File: src/rtl/quarter_sine_nco_ctrl.sv
// rtl/quarter_sine_nco_ctrl.sv - phase accumulator and I/Q sequencer sharing one quarter-wave sine LUT
module quarter_sine_nco_ctrl #(
    parameter int PHASE_BITS = 32,
    parameter int ADDR_BITS  = 8,
    parameter int FRAC_BITS  = 15
) (
    input  logic                    clk,
    input  logic                    rst,
    input  logic                    start_i,
    input  logic [PHASE_BITS-1:0]   phase_inc_i,
    input  logic                    phase_load_i,
    input  logic [PHASE_BITS-1:0]   phase_i,
    output logic [ADDR_BITS-1:0]    lut_addr_o,
    input  logic [FRAC_BITS:0]      lut_sample_i,
    output logic                    busy_o,
    output logic                    valid_o,
    output logic [FRAC_BITS+1:0]    sin_o,
    output logic [FRAC_BITS+1:0]    cos_o
);

    localparam int OUT_BITS = FRAC_BITS + 2;
    localparam int TOP_BITS = ADDR_BITS + 2;

    typedef enum logic [1:0] {
        IDLE    = 2'd0,
        ISSUE_S = 2'd1,
        ISSUE_C = 2'd2,
        CAPT_C  = 2'd3
    } state_t;

    state_t                      state_q, state_d;
    logic [PHASE_BITS-1:0]       acc_q, acc_d;
    logic [TOP_BITS-1:0]         cur_phase_q, cur_phase_d;
    logic [ADDR_BITS-1:0]        addr_q, addr_d;
    logic signed [OUT_BITS-1:0]  sin_tmp_q, sin_tmp_d;
    logic signed [OUT_BITS-1:0]  sin_q, sin_d;
    logic signed [OUT_BITS-1:0]  cos_q, cos_d;
    logic                        valid_q, valid_d;

    logic [PHASE_BITS-1:0]       start_phase;
    logic [1:0]                  start_quad, cur_quad, cos_quad;
    logic [ADDR_BITS-1:0]        start_idx, cur_idx;

    // Odd quadrants read the table mirrored; N-idx wraps to 0 for idx=0, which is the bypass case.
    function automatic logic [ADDR_BITS-1:0] fold_addr(input logic [1:0] qq,
                                                       input logic [ADDR_BITS-1:0] idx);
        return qq[0] ? ({ADDR_BITS{1'b0}} - idx) : idx;
    endfunction

    function automatic logic is_bypass(input logic [1:0] qq, input logic [ADDR_BITS-1:0] idx);
        return qq[0] && (idx == '0);
    endfunction

    function automatic logic signed [OUT_BITS-1:0] restore(input logic [1:0] qq,
                                                          input logic [ADDR_BITS-1:0] idx,
                                                          input logic [FRAC_BITS:0] sample);
        logic [OUT_BITS-1:0] mag;
        if (is_bypass(qq, idx)) begin
            mag = '0;
            mag[FRAC_BITS] = 1'b1;
        end else begin
            mag = {1'b0, sample};
        end
        return qq[1] ? -mag : mag;
    endfunction

    assign start_phase = phase_load_i ? phase_i : acc_q;
    assign start_quad  = start_phase[PHASE_BITS-1 -: 2];
    assign start_idx   = start_phase[PHASE_BITS-3 -: ADDR_BITS];
    assign cur_quad    = cur_phase_q[TOP_BITS-1 -: 2];
    assign cur_idx     = cur_phase_q[ADDR_BITS-1:0];
    assign cos_quad    = cur_quad + 2'd1;

    always_ff @(posedge clk) begin
        if (rst) begin
            state_q     <= IDLE;
            acc_q       <= '0;
            cur_phase_q <= '0;
            addr_q      <= '0;
            sin_tmp_q   <= '0;
            sin_q       <= '0;
            cos_q       <= '0;
            valid_q     <= 1'b0;
        end else begin
            state_q     <= state_d;
            acc_q       <= acc_d;
            cur_phase_q <= cur_phase_d;
            addr_q      <= addr_d;
            sin_tmp_q   <= sin_tmp_d;
            sin_q       <= sin_d;
            cos_q       <= cos_d;
            valid_q     <= valid_d;
        end
    end

    always_comb begin
        state_d = state_q;
        case (state_q)
            IDLE:    if (start_i) state_d = ISSUE_S;
            ISSUE_S: state_d = ISSUE_C;
            ISSUE_C: state_d = CAPT_C;
            CAPT_C:  state_d = IDLE;
            default: state_d = IDLE;
        endcase
    end

    // The address register is loaded one transition early so each read address is
    // on lut_addr_o for the whole issue cycle; bypassed channels leave it untouched.
    always_comb begin
        acc_d       = acc_q;
        cur_phase_d = cur_phase_q;
        addr_d      = addr_q;
        sin_tmp_d   = sin_tmp_q;
        sin_d       = sin_q;
        cos_d       = cos_q;
        valid_d     = 1'b0;
        case (state_q)
            IDLE: begin
                if (start_i) begin
                    cur_phase_d = start_phase[PHASE_BITS-1 -: TOP_BITS];
                    acc_d       = start_phase + phase_inc_i;
                    if (!is_bypass(start_quad, start_idx)) begin
                        addr_d = fold_addr(start_quad, start_idx);
                    end
                end else if (phase_load_i) begin
                    acc_d = phase_i;
                end
            end
            ISSUE_S: begin
                if (!is_bypass(cos_quad, cur_idx)) begin
                    addr_d = fold_addr(cos_quad, cur_idx);
                end
            end
            ISSUE_C: begin
                sin_tmp_d = restore(cur_quad, cur_idx, lut_sample_i);
            end
            CAPT_C: begin
                sin_d   = sin_tmp_q;
                cos_d   = restore(cos_quad, cur_idx, lut_sample_i);
                valid_d = 1'b1;
            end
            default: ;
        endcase
    end

    assign lut_addr_o = addr_q;
    assign busy_o     = (state_q != IDLE);
    assign valid_o    = valid_q;
    assign sin_o      = sin_q;
    assign cos_o      = cos_q;

endmodule

File: config.mk
export PLATFORM = sky130hd
export DESIGN_NAME = quarter_sine_nco_ctrl
export DESIGN_NICKNAME = d
export VERILOG_FILES = /design/src/rtl/quarter_sine_nco_ctrl.sv
export SDC_FILE = /design/constraint.sdc
export NUM_CORES = 1
export LEC_CHECK = 0
export ABC_AREA = 1
export CAP_MARGIN = 20
export CORE_ASPECT_RATIO = 1.25
export CORE_UTILIZATION = 54
export CTS_CLUSTER_DIAMETER = 60
export CTS_CLUSTER_SIZE = 14
export DETAILED_ROUTE_END_ITERATION = 8
export GPL_TIMING_DRIVEN = 0
export PLACE_DENSITY = 0.81
export SLEW_MARGIN = 5
export SYNTH_ARGS = -nofsm -noshare
export SYNTH_HDL_FRONTEND = slang
export SYNTH_SLANG_ARGS = --single-unit
File: constraint.sdc
create_clock -name clk -period 2.93 [get_ports clk]
set_input_delay 0.586 -clock clk [delete_from_list [all_inputs] [get_ports clk]]
set_output_delay 0.586 -clock clk [all_outputs]
set_load 0.1 [all_outputs]
==> results.sh <==
# physical design summary
export IMPL_status="completed"
export IMPL_ys_types=46
export IMPL_slew_violations=0
export IMPL_cp_arrival_ns=2.21
export IMPL_post_cts_buffers=0
export IMPL_ys_cells=1196
export IMPL_fp_nets=1320
export IMPL_combinationalPowerShare=0.618
export IMPL_grt_pass1_vias=8292
export IMPL_period_used=0.955
export IMPL_cts_sinks=104
export IMPL_fp_util=0.558
export IMPL_chipArea_um2=14300
export IMPL_routedWlPerCell_um=16.7
export IMPL_coreArea_um2=13400
export IMPL_min_path_type="reg -> reg"
export IMPL_diodes=0
export IMPL_num_rows=47
export IMPL_skew_ns=0.0117
export IMPL_instances_no_fill=1508
export IMPL_fin_crit_ns=2.80
export IMPL_ys_seq_frac=0.278
export IMPL_die_w_um=107
export IMPL_crit_path_end_kind="output pin"
export IMPL_gp_congestion=0.956
export IMPL_synth_main_ff_cell="dfxtp_1"
export IMPL_worst_slack_ns=0.131
export IMPL_fmax_mhz=357
export IMPL_total_power_mw=8.64
export IMPL_remaining_drc_errors=0
export IMPL_slew_headroom=0.327
export IMPL_wl_met3_mm=1.71
export IMPL_htreeDepth=3
export IMPL_vdd_drop_max_mv=0.641
export IMPL_p_int_mw=4.02
export IMPL_final_cell_mix="nand2_1 (325), nor2_1 (128), clkdlybuf4s50_1 (124)"
export IMPL_drv_cap=0
export IMPL_cts_tree="built"
export IMPL_place_ws_ns=-1.18
export IMPL_cp_slowest_cell="clkbuf_1"
export IMPL_critPathKind="reg -> out"
export IMPL_dp_hpwl_mm=19.7
export IMPL_postPlaceCellArea_um2=8960
export IMPL_grt_first_pass_wirelength_mm=39.6
export IMPL_worstSkewPairLatency_ns=0.36
export IMPL_design_area_um2=9320
export IMPL_clock_path_buffers=2
export IMPL_portBuffers=126
export IMPL_grt_max_degree=19
export IMPL_met2_length_mm=12.4
export IMPL_cts_inserted_buffers=9
export IMPL_netlist_area_um2=7480
export IMPL_clkTransAtPathRegs_ns=0.08
export IMPL_syn_inst=1196
export IMPL_synthArstFlopShare=0
export IMPL_final_nets=1457
export IMPL_lay_top_count="nand2_1"
export IMPL_power_density_nw_per_um2=927
export IMPL_drive_above_1_share=0.0636
export IMPL_io_pins=128
export IMPL_leakage_nw=4.19
export IMPL_drt_iter0_markers=619
export IMPL_swShare=0.535
export IMPL_warnings=29
export IMPL_power_switching_mw=4.62
export IMPL_cp_start_kind="flip-flop"
export IMPL_syn_to_final_growth_pct=24.6
export IMPL_placedCellCount=1493
export IMPL_cts_root_buffer="clkbuf_16"
export IMPL_yosys_warnings=0
export IMPL_grt_overflow=0
export IMPL_final_util=0.695
export IMPL_rsz0062_at_grt="no"
export IMPL_tightest_slew_ns=1.01
export IMPL_top_layer="met4"
export IMPL_fp_dieH_um=134
export IMPL_ys_area_um2=7480
export IMPL_antenna_found_initial=0
export IMPL_via_per_inst=5.71
export IMPL_postRouteAntennaNets=0
export IMPL_edf_count=0
export IMPL_cp_required_ns=2.34
export IMPL_finalHoldViolCount=0
export IMPL_critical_path_max_stage_delay_ns=0.47
export IMPL_hold_buffers=0
export IMPL_crit_fanout=10
export IMPL_p_seq_frac=0.241
export IMPL_path_cells="inv_1 -> ha_1 -> clkinv_1 -> clkbuf_1 -> clkbuf_4"
export IMPL_wl_met1_mm=9.36
export IMPL_firstDrtPassIters=5
export IMPL_finalSetupViolations=0
export IMPL_syn_avg_cell_area_um2=6.25
export IMPL_p_clk_frac=0.141
export IMPL_grtUsageTotal=0.356
export IMPL_synth_flop_count=104
## cell usage after synthesis, types with 2 or more instances
library cell	n	area (µm²)
nand3_1	77	385
a21o_1	3	22.5
buf_6	4	45.0
inv_1	94	353
dfxtp_1	104	2080
nor2_2	3	18.8
o21a_1	2	15.0
xnor2_1	6	52.6
buf_2	6	30.0
nor2_1	129	484
nand2_1	330	1240
a21oi_1	123	616
nand4_1	2	12.5
clkinv_1	2	7.51
a31oi_1	4	25.0
clkbuf_1	33	124
buf_1	3	11.3
nor2_4	4	45.0
a22oi_1	28	210
or2_2	3	18.8
nand3_4	3	52.6
o21ai_1	9	45.0
o31ai_1	3	22.5
a221oi_1	2	17.5
nor3_1	11	55.1
o21ai_2	3	26.3
nand3b_1	9	67.6
ha_1	39	488
o21bai_1	7	52.6
o221ai_1	3	26.3
o21ai_0	110	551
a21oi_2	3	26.3
inv_2	10	37.5
xor2_1	12	105
## cells by family (layout without fill, tap and decap cells)
kind of cell / after synthesis / in the layout / share of synthesized area
AND/OR/NAND/NOR: 576 / 576 / 0.323
buffers and inverters: 154 / 295 / 0.0831
multiplexers: 1 / 1 / 0.00134
flip-flops: 104 / 104 / 0.278
XOR/XNOR: 18 / 18 / 0.0211
AND-OR/OR-AND: 303 / 303 / 0.225
adder cells (fa/ha/maj): 40 / 40 / 0.0679
## layout make-up
class / instances / area [µm²]
repair buffers: 126 / 1250
clock inverters: 5 / 46.3
fillers: 1223 / 4090
clock buffers: 10 / 239
multi-input cells: 938 / 4850
flip-flops and latches: 104 / 2080
plain buffers: 47 / 228
inverters: 107 / 404
well taps: 171 / 214
## metal layers
metal,up-vias,track usage
met3,113,0.0538
met2,395,0.639
met1,3853,0.378
met5,-,0
met4,0,0.241
li1,4250,-
## timing repair
| action | CTS | global route |
|---|---|---|
| setup endpoints to repair | 29 | 21 |
| resized | 23 | 24 |
| hold endpoints to repair | 0 | 0 |
| pin swaps | 0 | 2 |
## flip-flops by register name, summed over array words and instances (netlist names)
register and count:
cur_phase_q 10, sin_tmp_q 17, valid_o 1, sin_o 17, acc_q 32, cos_o 17, state_q 2, lut_addr_o 8
## stage by stage
stage / hold slack (ns) / TNS [ns]
global route: 0.485 / 0
finish: 0.471 / 0
CTS: 0.471 / 0
detailed placement: 0.461 / -23.12
global placement: 0.454 / -22.00
floorplan: 0.434 / 0
## final timing paths
kind | startpoint | endpoint | slack, ns | depth (start not counted)
min | lut_addr_o[5] | lut_addr_o[5] | 0.47 | 2
max | state_q[0] | busy_o | 0.13 | 5
max reg2reg | cur_phase_q[0] | sin_tmp_q[14] | 0.23 | 18
min reg2reg | lut_addr_o[5] | lut_addr_o[5] | 0.47 | 2
## worst max-delay path, delay by kind of cell, from the launching register on
family                     cells  cell delay (ns)
adders and majority gates      1             0.29
buffers and inverters          4             1.19
DFF                            1             0.37
## power by group through the flow
| stage | clock network (mW) | registers (mW) | logic [mW] |
|---|---|---|---|
| CTS | 1.22 | 2.07 | 5.26 |
| global route | 1.28 | 2.13 | 5.80 |
| finish | 1.22 | 2.08 | 5.34 |
| detailed placement | 0 | 2.10 | 5.22 |
| global placement | 0 | 2.09 | 5.15 |
| floorplan | 0 | 3.13 | 2.85 |
flops_by_reg.png
Scale: 4 px per µm. Other sequential cells in the stronger grey, the rest of the logic in the fainter grey.
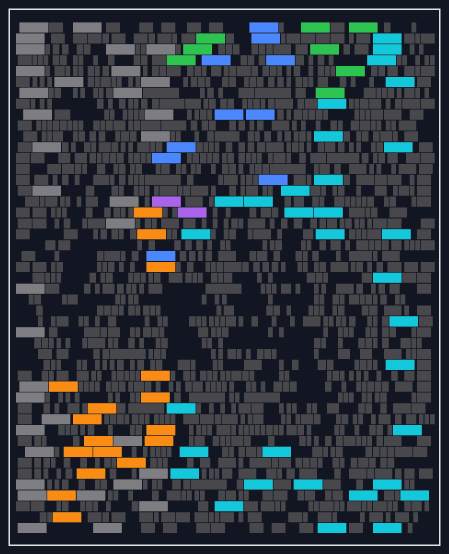
[`state_q`] purple | placed flops: 2
[`lut_addr_o`] green | placed flops: 8
[`sin_tmp_q`] orange | placed flops: 17
[`acc_q`] cyan | placed flops: 32
[`cur_phase_q`] blue | placed flops: 10 | where: top middle
not coloured: 35

detail.png
Region (34, 74) to (74, 114) µm. Cells in grey, sequential cells in the stronger grey; small squares are vias.
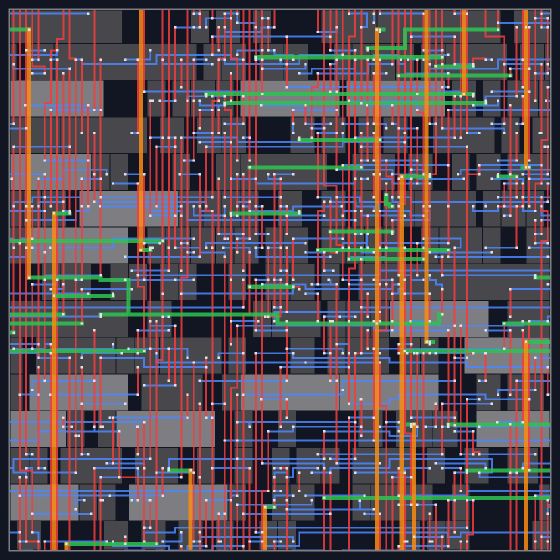
[metal 1] blue
[metal 4] orange
[metal 2] red
[metal 3] green
sequential cells in the window: 16
cells with their middle in the window: 177
netlist names of flops here include: `acc_q` (5), `cur_phase_q` (5), `cos_o` (2)
most frequent: nand2_1 (25), inv_1 (21), a21oi_1 (18)

logic_types.png
Scale: 4 px per µm.
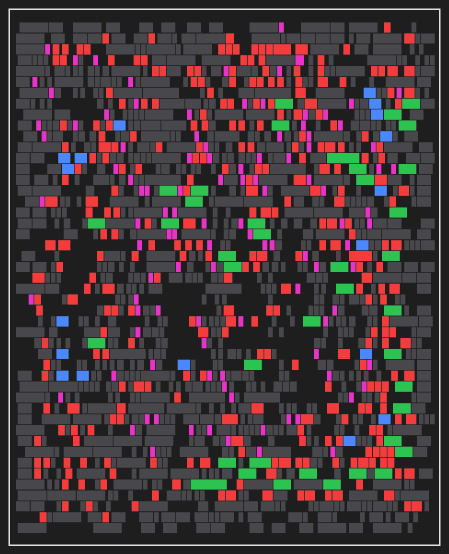
[XOR/XNOR gates] blue | cells: 18
[inverting AOI/OAI gates] red | cells: 298 | where: widely spread
[inverters] magenta | cells: 107
[adder and majority cells] green | cells: 40

layer_met2.png
Scale: 2 px per µm. Cells faint in the background.
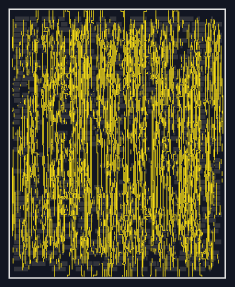
main direction: vertical
wire length on this layer: 12,400 µm
share of all routed wire: 49%
nets with wire on the layer: 1,211
longest straight run: 63.1 µm
final WL: 25.2 mm
via count: 8,611
routing usage on met2: 0.639

Power is estimated from default activity; no workload was simulated.
